File: config.mk
export PLATFORM = sky130hd
export DESIGN_NAME = interval_timer
export DESIGN_NICKNAME = d
export VERILOG_FILES = /design/src/rtl/timer_pkg.sv /design/src/rtl/tick_prescaler.sv /design/src/rtl/interval_timer.sv
export SDC_FILE = /design/constraint.sdc
export NUM_CORES = 1
export LEC_CHECK = 0
export CAP_MARGIN = 20
export CORE_UTILIZATION = 35
export CTS_BUF_LIST = sky130_fd_sc_hd__clkbuf_4 sky130_fd_sc_hd__clkbuf_8 sky130_fd_sc_hd__clkbuf_16
export DETAILED_ROUTE_END_ITERATION = 10
export SYNTH_ARGS = -nofsm -noshare
export SYNTH_HDL_FRONTEND = slang
export SYNTH_SLANG_ARGS = --single-unit
File: constraint.sdc
create_clock -name clk_i -period 2.1 [get_ports clk_i]
set_clock_uncertainty 0.05 [all_clocks]
set_input_delay 0.42 -clock clk_i [delete_from_list [all_inputs] [get_ports clk_i]]
set_output_delay 0.42 -clock clk_i [all_outputs]
set_load 0.01 [all_outputs]
File: src/rtl/timer_pkg.sv
`default_nettype none
// ============================================================================
// timer_pkg : mode and state encodings shared by the interval timer slice
// Rev 1.0
// ============================================================================
package timer_pkg;

  localparam logic [1:0] TMR_ONESHOT  = 2'b00;
  localparam logic [1:0] TMR_PERIODIC = 2'b01;
  localparam logic [1:0] TMR_MEASURE  = 2'b10;

  typedef enum logic [0:0] {
    TMR_IDLE = 1'b0,
    TMR_RUN  = 1'b1
  } tmr_state_e;

endpackage
`default_nettype wire

File: src/rtl/tick_prescaler.sv
`default_nettype none
// ============================================================================
// tick_prescaler : divides enabled cycles by (div_i + 1) into a tick strobe
// Rev 1.0
// ============================================================================
module tick_prescaler #(
  parameter int PRESC_W = 8
) (
  input  logic               clk_i,
  input  logic               rst_n_i,
  input  logic               clear_i,
  input  logic               en_i,
  input  logic [PRESC_W-1:0] div_i,
  output logic               tick_o
);

  logic [PRESC_W-1:0] cnt_q;
  logic [PRESC_W-1:0] cnt_d;

  assign tick_o = en_i && (cnt_q == div_i);

  always_comb begin
    cnt_d = cnt_q;
    if (clear_i) begin
      cnt_d = '0;
    end else if (en_i) begin
      cnt_d = tick_o ? '0 : cnt_q + PRESC_W'(1);
    end
  end

  always_ff @(posedge clk_i or negedge rst_n_i) begin
    if (!rst_n_i) begin
      cnt_q <= '0;
    end else begin
      cnt_q <= cnt_d;
    end
  end

endmodule
`default_nettype wire

File: src/rtl/interval_timer.sv
`default_nettype none
// ============================================================================
// interval_timer : one-shot / periodic / measure interval timer
// Optional prescaler compiled in with INTERVAL_TIMER_PRESCALER_EN. Rev 1.0
// ============================================================================
module interval_timer
  import timer_pkg::*;
#(
  parameter int WIDTH   = 16,
  parameter int PRESC_W = 8
) (
  input  logic               clk_i,
  input  logic               rst_n_i,
  input  logic               start_i,
  input  logic               abort_i,
  input  logic               stop_i,
  input  logic [1:0]         mode_i,
  input  logic [WIDTH-1:0]   limit_i,
  input  logic [PRESC_W-1:0] prescale_i,
  output logic               busy_o,
  output logic               done_o,
  output logic               timeout_o,
  output logic [WIDTH-1:0]   count_o,
  output logic [WIDTH-1:0]   capture_o,
  output logic               capture_valid_o
);

  tmr_state_e       state_q, state_d;
  logic [1:0]       mode_q, mode_d;
  logic [WIDTH-1:0] limit_q, limit_d;
  logic [WIDTH-1:0] count_q, count_d;
  logic [WIDTH-1:0] capture_q, capture_d;
  logic             done_q, done_d;
  logic             timeout_q, timeout_d;
  logic             capv_q, capv_d;
  logic             tick;
  logic             accept;

  assign accept = (state_q == TMR_IDLE) && start_i && !abort_i;

`ifdef INTERVAL_TIMER_PRESCALER_EN
  logic [PRESC_W-1:0] presc_q;

  always_ff @(posedge clk_i or negedge rst_n_i) begin
    if (!rst_n_i) begin
      presc_q <= '0;
    end else if (accept) begin
      presc_q <= prescale_i;
    end
  end

  // Counter is held at 0 throughout IDLE, so each run starts with a fresh phase.
  tick_prescaler #(
    .PRESC_W (PRESC_W)
  ) u_tick_prescaler (
    .clk_i   (clk_i),
    .rst_n_i (rst_n_i),
    .clear_i (state_q == TMR_IDLE),
    .en_i    (state_q == TMR_RUN),
    .div_i   (presc_q),
    .tick_o  (tick)
  );
`else
  logic unused_prescale;
  assign unused_prescale = ^prescale_i;
  assign tick            = (state_q == TMR_RUN);
`endif

  always_comb begin
    state_d   = state_q;
    mode_d    = mode_q;
    limit_d   = limit_q;
    count_d   = count_q;
    capture_d = capture_q;
    done_d    = 1'b0;
    timeout_d = 1'b0;
    capv_d    = 1'b0;
    case (state_q)
      TMR_IDLE: begin
        if (accept) begin
          mode_d  = mode_i;
          limit_d = limit_i;
          count_d = '0;
          state_d = TMR_RUN;
        end
      end
      TMR_RUN: begin
        if (abort_i) begin
          count_d = '0;
          state_d = TMR_IDLE;
        end else if ((mode_q == TMR_MEASURE) && stop_i) begin
          // Stop outranks a coincident limit event: capture wins, no timeout.
          capture_d = count_q;
          capv_d    = 1'b1;
          done_d    = 1'b1;
          state_d   = TMR_IDLE;
        end else if (tick) begin
          if (count_q != limit_q) begin
            count_d = count_q + WIDTH'(1);
          end else begin
            case (mode_q)
              TMR_PERIODIC: begin
                done_d  = 1'b1;
                count_d = '0;
              end
              TMR_MEASURE: begin
                timeout_d = 1'b1;
                state_d   = TMR_IDLE;
              end
              default: begin
                done_d  = 1'b1;
                state_d = TMR_IDLE;
              end
            endcase
          end
        end
      end
      default: state_d = TMR_IDLE;
    endcase
  end

  always_ff @(posedge clk_i or negedge rst_n_i) begin
    if (!rst_n_i) begin
      state_q   <= TMR_IDLE;
      mode_q    <= '0;
      limit_q   <= '0;
      count_q   <= '0;
      capture_q <= '0;
      done_q    <= 1'b0;
      timeout_q <= 1'b0;
      capv_q    <= 1'b0;
    end else begin
      state_q   <= state_d;
      mode_q    <= mode_d;
      limit_q   <= limit_d;
      count_q   <= count_d;
      capture_q <= capture_d;
      done_q    <= done_d;
      timeout_q <= timeout_d;
      capv_q    <= capv_d;
    end
  end

  assign busy_o          = (state_q == TMR_RUN);
  assign done_o          = done_q;
  assign timeout_o       = timeout_q;
  assign count_o         = count_q;
  assign capture_o       = capture_q;
  assign capture_valid_o = capv_q;

endmodule
`default_nettype wire

Fig. 1: routing congestion map
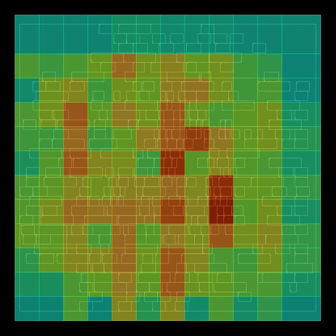
WL/cell: 14.0 um
grt met1 use: 23.4%
layer with the highest usage: met2

==> flow_metrics.py <==
# Flow results
metrics = {
    "yosys": {
        "synth_area_um2": 2520,
        "topCombFamilyByArea": "multiplexers",
        "ys_seq_share_pct": 53.5,
        "ys_sh_mux_pct": 16.6,
        "top_cell": "dfrtp_1",
        "synth_cell_type_count": 37,
        "ys_sh_adder_pct": 0.496,
        "yosysTopAreaCell": "dfrtp_1",
        "fp_nets": 240,
        "synth-xor-area-share_pct": 5.85,
        "synth_warnings": 0,
        "yosysCellCount": 208,
        "synth.avg_cell_area_um2": 12.1,
    },
    "pwr": {
        "p_leak_nw": 1.59,
        "power_frac_seq_pct": 53.8,
        "p_sw_share_pct": 26.5,
        "ir_worst_vdd_mv": 0.379,
        "p_comb_share_pct": 21.9,
        "maxPowerGroup": "registers",
        "p_clk_mw": 0.556,
        "finalPower_mw": 2.28,
    },
    "grt": {
        "grt_pass1_vias": 1866,
        "antenna_found_initial": 0,
        "grt_max_degree": 55,
        "grtUsageTotal_pct": 16.1,
        "grt_pass1_wl_um": 9250,
        "met3_usage_pct": 3.51,
    },
    "final_layout": {
        "nClkBuffers": 5,
        "nonClockInverterCount": 3,
        "comb-cell-share_pct": 32.3,
        "layout_top_cell": "clkdlybuf4s50_1",
        "most-common-layout-cells": "clkdlybuf4s50_1 (57), dfrtp_1 (53), buf_4 (35), mux2_2 (34), xnor2_1 (14)",
        "drive_above_1_share_pct": 29.8,
        "instances_no_fill": 398,
        "buffers_excl_clock": 94,
        "area_growth_pct": 41.6,
        "buf_share_pct": 24.0,
        "fin_nets": 334,
        "final_cell_area_um2": 3570,
        "seq_area_um2": 1350,
    },
    "timing": {
        "fin_ws_ns": 0.0940,
        "period_used_pct": 95.5,
        "relSlewSlack_pct": 74.2,
        "tightestPinTransition_ns": 0.383,
    },
    "placed_design": {
        "dpl.hpwl_um": 4180,
    },
    "floorplanning": {
        "dieWidth_um": 86.9,
        "floorplan.core_util_pct": 36.8,
        "chipArea_um2": 7560,
        "placementRows": 30,
        "nWellTaps": 96,
    },
    "cts": {
        "cts.clk_slew.worst_paths_ns": 0.10,
        "worstSkewPairLatency_ns": 0.31,
        "numCtsBuffers": 5,
        "htreeDepth": 2,
    },
    "critical_path": {
        "crit_path_end": "count_o[3]",
        "r2r_setup_slack_ns": 0.09,
        "end_kind": "flip-flop",
        "r2r_cells": 7,
        "cp_slowest_cell": "dfrtp_2",
        "crit_family": "simple AND/OR/NAND/NOR gates",
        "worst-path-stages": 7,
        "r2r-start": "count_o[1]",
        "cp-start-kind": "flip-flop",
    },
    "drt": {
        "num_vias": 1945,
        "postRouteAntennaNets": 0,
        "firstDrtPassIters": 4,
        "met3_length_um": 228,
        "routed_wl_um": 5590,
        "drc_errors": 0,
    },
    "outcome": {
        "status": "completed",
    },
}
Fig. 2: layout detail
Window x 53 to 78, y 53 to 78 um. Cells in gray, sequential cells in the stronger gray; small squares are vias.
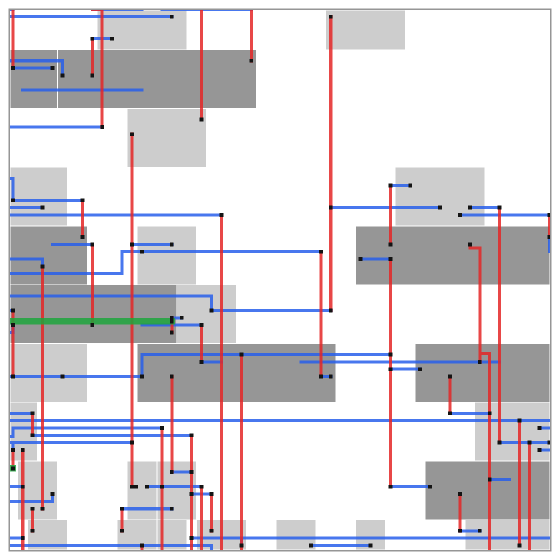
| color | layer |
|---|---|
| blue | metal 1 |
| red | metal 2 |
| green | metal 3 |
sequential cells in the window: 6
most frequent: dfrtp_1 (6), mux2_2 (4), buf_4 (3)
cells with their middle in the window: 26
netlist names of flops here include: capture_o (4), count_o (2)

No activity file was given, so power comes from the tool's default toggle rates.
